### config.mk
export PLATFORM = sky130hd
export DESIGN_NAME = scc_slot_interface
export DESIGN_NICKNAME = d
export VERILOG_FILES = /design/src/rtl/scc_slot_pkg.sv /design/src/rtl/scc_slot_sync.sv /design/src/rtl/scc_slot_interface.sv
export SDC_FILE = /design/constraint.sdc
export NUM_CORES = 1
export LEC_CHECK = 0
export CORE_ASPECT_RATIO = 2
export CORE_MARGIN = 8
export CORE_UTILIZATION = 54
export CTS_CLUSTER_DIAMETER = 150
export DETAILED_ROUTE_END_ITERATION = 10
export GPL_TIMING_DRIVEN = 0
export PLACE_DENSITY_LB_ADDON = 0.3
export SYNTH_ARGS = -nofsm -noshare
export SYNTH_HDL_FRONTEND = slang
export SYNTH_SLANG_ARGS = --single-unit
### constraint.sdc
create_clock -name clk -period 4.61 [get_ports clk]
set_input_delay 0.461 -clock clk [delete_from_list [all_inputs] [get_ports clk]]
set_output_delay 0.461 -clock clk [all_outputs]
set_load 0.005 [all_outputs]
### src/rtl/scc_slot_pkg.sv
// Shared types and address-decode constants for the SCC cartridge slot front end.
package scc_slot_pkg;

    typedef enum logic [1:0] {
        ST_IDLE     = 2'd0,
        ST_WRITE    = 2'd1,
        ST_READ     = 2'd2,
        ST_WAIT_END = 2'd3
    } state_t;

    localparam logic [15:0] DEC_MASK   = 16'hF800;
    localparam logic [15:0] BANK0_BASE = 16'h5000;
    localparam logic [15:0] BANK1_BASE = 16'h7000;
    localparam logic [15:0] BANK2_BASE = 16'h9000;
    localparam logic [15:0] BANK3_BASE = 16'hB000;
    localparam logic [15:0] SCC_BASE   = 16'h9800;

    // Byte i holds the reset value of bank i.
    localparam logic [31:0] BANK_RST = {8'd3, 8'd2, 8'd1, 8'd0};

    // Only slot_a[15:11] is kept after capture; this compares that tag to a 2 KB window.
    function automatic logic tag_hit(input logic [4:0] tag, input logic [15:0] base);
        return (({tag, 11'd0} & DEC_MASK) == base);
    endfunction

endpackage

### src/rtl/scc_slot_sync.sv
// Multi-stage synchronizer for one asynchronous slot strobe; resets to the inactive (1) level.
module scc_slot_sync #(
    parameter int STAGES = 2
) (
    input  logic clk,
    input  logic rst_n,
    input  logic d,
    output logic q
);

    logic [STAGES-1:0] ff;

    always_ff @(posedge clk or negedge rst_n) begin
        if (!rst_n) begin
            ff <= '1;
        end else begin
            ff <= {ff[STAGES-2:0], d};
        end
    end

    assign q = ff[STAGES-1];

endmodule

### src/rtl/scc_slot_interface.sv
// MSX slot front end for the SCC: strobe sync, Konami-SCC bank mapper, SCC register strobes.
module scc_slot_interface
    import scc_slot_pkg::*;
#(
    parameter int         SYNC_STAGES  = 2,
    parameter logic [5:0] SCC_EN_VALUE = 6'h3F
) (
    input  logic        clk,
    input  logic        slot_nreset,
    input  logic [15:0] slot_a,
    input  logic [7:0]  slot_d_in,
    input  logic        slot_nsltsl,
    input  logic        slot_nmerq,
    input  logic        slot_nrd,
    input  logic        slot_nwr,
    output logic [7:0]  slot_d_out,
    output logic        slot_d_oe,
    output logic        mem_ncs,
    output logic [7:0]  mem_a,
    output logic        reg_wr,
    output logic        reg_rd,
    output logic [7:0]  reg_address,
    output logic [7:0]  reg_wdata,
    input  logic [7:0]  reg_rdata
);

    localparam logic [1:0] SETTLE = 2'(SYNC_STAGES);

    logic s_nsltsl, s_nmerq, s_nrd, s_nwr;

    scc_slot_sync #(.STAGES(SYNC_STAGES)) u_sync_nsltsl (.clk(clk), .rst_n(slot_nreset), .d(slot_nsltsl), .q(s_nsltsl));
    scc_slot_sync #(.STAGES(SYNC_STAGES)) u_sync_nmerq  (.clk(clk), .rst_n(slot_nreset), .d(slot_nmerq),  .q(s_nmerq));
    scc_slot_sync #(.STAGES(SYNC_STAGES)) u_sync_nrd    (.clk(clk), .rst_n(slot_nreset), .d(slot_nrd),    .q(s_nrd));
    scc_slot_sync #(.STAGES(SYNC_STAGES)) u_sync_nwr    (.clk(clk), .rst_n(slot_nreset), .d(slot_nwr),    .q(s_nwr));

    state_t     state, state_next;
    logic [7:0] bank [4];
    logic [4:0] cap_tag;
    logic [1:0] settle_cnt;
    logic       armed;
    logic       rd_pending;
    logic [7:0] dout_q;

    logic acc, start_wr, start_rd, bus_end, scc_hit, rom_hit;
    logic [1:0] rom_sel;

    assign acc      = ~s_nsltsl & ~s_nmerq;
    assign start_wr = armed & acc & ~s_nwr;
    assign start_rd = armed & acc & ~s_nrd & s_nwr;
    assign bus_end  = (s_nwr & s_nrd) | s_nsltsl | s_nmerq;
    assign scc_hit  = tag_hit(cap_tag, SCC_BASE) & (bank[2][5:0] == SCC_EN_VALUE);
    assign rom_hit  = (cap_tag[4:3] == 2'b01) | (cap_tag[4:3] == 2'b10);
    assign rom_sel  = cap_tag[3:2] - 2'd2;

    // A strobe still low when reset releases must not start an access: accept strobes
    // only after the synchronizers have flushed and both strobes were seen idle once.
    always_ff @(posedge clk or negedge slot_nreset) begin
        if (!slot_nreset) begin
            settle_cnt <= 2'd0;
            armed      <= 1'b0;
        end else if (settle_cnt != SETTLE) begin
            settle_cnt <= settle_cnt + 2'd1;
        end else if (s_nwr & s_nrd) begin
            armed <= 1'b1;
        end
    end

    always_ff @(posedge clk or negedge slot_nreset) begin
        if (!slot_nreset) state <= ST_IDLE;
        else              state <= state_next;
    end

    always_comb begin
        state_next = state;
        case (state)
            ST_IDLE: begin
                if (start_wr)      state_next = ST_WRITE;
                else if (start_rd) state_next = ST_READ;
            end
            ST_WRITE:    state_next = ST_WAIT_END;
            ST_READ:     state_next = ST_WAIT_END;
            ST_WAIT_END: if (bus_end) state_next = ST_IDLE;
            default:     state_next = ST_IDLE;
        endcase
    end

    // reg_wr/reg_rd are one-clock strobes with no back-pressure: the core must accept a
    // write in the strobe clock and present reg_rdata in the clock after reg_rd.
    always_comb begin
        reg_wr = 1'b0;
        reg_rd = 1'b0;
        case (state)
            ST_WRITE: reg_wr = scc_hit;
            ST_READ:  reg_rd = scc_hit;
            default:  ;
        endcase
    end

    always_ff @(posedge clk or negedge slot_nreset) begin
        if (!slot_nreset) begin
            for (int i = 0; i < 4; i++) bank[i] <= BANK_RST[i*8 +: 8];
            cap_tag     <= 5'd0;
            reg_address <= 8'd0;
            reg_wdata   <= 8'd0;
            mem_ncs     <= 1'b1;
            mem_a       <= 8'd0;
            slot_d_oe   <= 1'b0;
            rd_pending  <= 1'b0;
            dout_q      <= 8'd0;
        end else begin
            rd_pending <= reg_rd;
            if (rd_pending) dout_q <= reg_rdata;
            if (state == ST_IDLE && (start_wr || start_rd)) begin
                cap_tag     <= slot_a[15:11];
                reg_address <= slot_a[7:0];
                if (start_wr) reg_wdata <= slot_d_in;
            end
            if (state == ST_WRITE) begin
                if (tag_hit(cap_tag, BANK0_BASE)) bank[0] <= reg_wdata;
                if (tag_hit(cap_tag, BANK1_BASE)) bank[1] <= reg_wdata;
                if (tag_hit(cap_tag, BANK2_BASE)) bank[2] <= reg_wdata;
                if (tag_hit(cap_tag, BANK3_BASE)) bank[3] <= reg_wdata;
            end
            if (state == ST_READ) begin
                if (scc_hit) begin
                    slot_d_oe <= 1'b1;
                end else if (rom_hit) begin
                    mem_ncs <= 1'b0;
                    mem_a   <= bank[rom_sel];
                end
            end
            if (state == ST_WAIT_END && bus_end) begin
                mem_ncs   <= 1'b1;
                slot_d_oe <= 1'b0;
            end
        end
    end

    // reg_rdata is passed straight through in its valid clock, then held from the latch.
    assign slot_d_out = rd_pending ? reg_rdata : dout_q;

endmodule

### Port wiring

Drawn at 3 px/um.
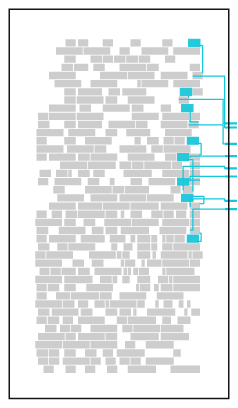
- cyan: reg_rdata (direction input; end cells 8; wire 211 um)

### Cell sizes after repair

Drawn at 4 px/um.
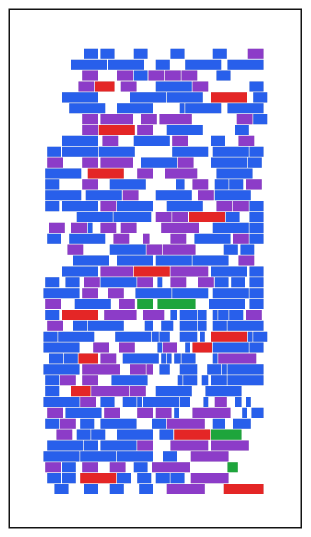
- green: x3 and x4 (cells 4; share 1.3%)
- blue: x1 and smaller (cells 185; share 62%)
- red: x6 and larger (cells 14; share 4.7%)
- purple: x2 (cells 94; share 32%)

### Cell placement

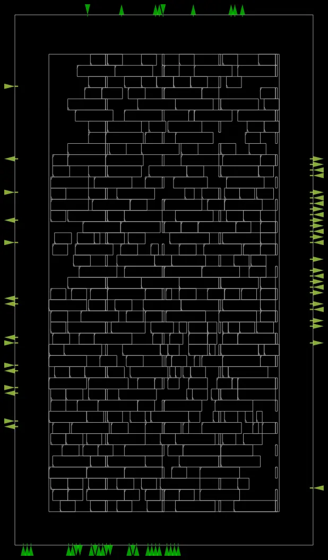
final std cells w/o fill: 383
Seq area share: 46.6%
row cnt: 41

cells in the final DEF (no fill, tap or decap), types with 3 or more instances in the layout:
master / netlist / layout
clkbuf_1: 1 / 4
clkbuf_16: 0 / 9
clkbuf_8: 0 / 4
clkdlybuf4s50_1: 0 / 69
dfrtp_1: 72 / 72
dfstp_2: 13 / 13
ha_1: 5 / 5
inv_1: 4 / 4
mux2_2: 69 / 69
mux2i_1: 3 / 3
mux4_2: 7 / 7
nand2_1: 6 / 6
flip-flops by register name (all words and copies together), names as in the netlist:
signal,flops
mem_ncs,1
armed,1
reg_address,8
settle_cnt,2
u_sync_nmerq.ff,2
bank,32
u_sync_nwr.ff,2
dout_q,8
u_sync_nrd.ff,2
rd_pending,1
mem_a,8
slot_d_oe,1
u_sync_nsltsl.ff,2
state,2
reg_wdata,8
cap_tag,5
==> impl_metrics.ini <==
; yosys + openroad results
[critical_path]
worstSetupPathType = reg2out
r2r_slack_ns = 2.32
cp_max_fo = 5
rr_worst_depth = 5
cp.required_ns = 4.15
crit_family = simple AND/OR/NAND/NOR gates
cp.depth = 5
critPathMaxStageDelay_ns = 0.51
crit_chain = buf_2 > or3b_4 > nor3_1 > and2_1 > clkdlybuf4s50_1
worstReg2RegEnd = bank[24]
endpoint = reg_rd
critPathSlowestCell = clkdlybuf4s50_1
reg2reg_from = state[1]

[sta]
setup_viol = 0
rsz0062_at_grt = false
hold_viol_final = 0
slew-limit-headroom_pct = 28.2
maxSlewViolCount = 0
finalClockPeriodUsage_pct = 57.4
worstMarginPinSlew_ns = 1.07
fmax_mhz = 378

[synth]
yosysMostFrequentCell = dfrtp_1
synth_area_per_cell_sq_um = 16.5
netlist_top_cells_area = dfrtp_1 (52%), mux2_2 (22%), dfstp_2 (9.9%)
syn-cell-area_sq_um = 3460
ys_cells = 210
top_logic_kind = multiplexers
yosysUniqueCellTypes = 33
synth-main-ff-cell = dfrtp_1
synthTopCellsByCount = dfrtp_1 (72), mux2_2 (69), dfstp_2 (13)
fp_nets = 253
synth_cells = 210
ys_sh_simple_pct = 3.72
yosysTopAreaCell = dfrtp_1
synth_adder_area_share_pct = 1.81
edf_count = 0
yosys_warnings = 0
xor_share_pct = 0.506
yosysTopAreaCellShare_pct = 52.0

[detailed_routing]
met1_length_mm = 2.81
drtIter0Drc = 54
drtPass1Iterations = 4
wl_mm = 6.96
final_antenna_net_count = 0
met2_wirelength_mm = 3.65

[placed_design]
gp_congestion = 0.778
post-place-ws_ns = 2.31
dpl.cell_count = 367
portBuffers = 70

[final_layout]
largestClassByArea = sequential cells
buf_share_pct = 16.2
n_all_inverters = 4
comb_share_pct = 28.1
diodes = 0
syn_to_final_growth_pct = 32.7
drive_above_1_share_pct = 37.7
n_all_buffers = 76
ff_count = 85
finalCoreUtilization_pct = 73.5

[power]
irDropWorstVdd_mv = 0.359
switching_share_pct = 27.2
power_leakage_nw = 2.06
pg_clk_uw = 683
p_comb_share_pct = 30.8
power-top-group = registers

[grt]
grt_overflow = 0
busiest_layer = met2
grtUsageMet2_pct = 27.2
grtUsageTotal_pct = 16.4
antenna_found_initial = 0
grt_max_degree = 53
grt_pass1_wl_mm = 11.4
use_met3_pct = 5.57

[floorplanning]
die_x_um = 72.6
ios = 74
chip_area_sq_um = 9390

[flow_run]
max_cap_violations = 0

[clocking]
cts_resized = 0
cts_buffers = 9

[status]
status = finished, final reports clean

[min_path]
hold_class = in2async
Power and IR drop assume default switching activity.
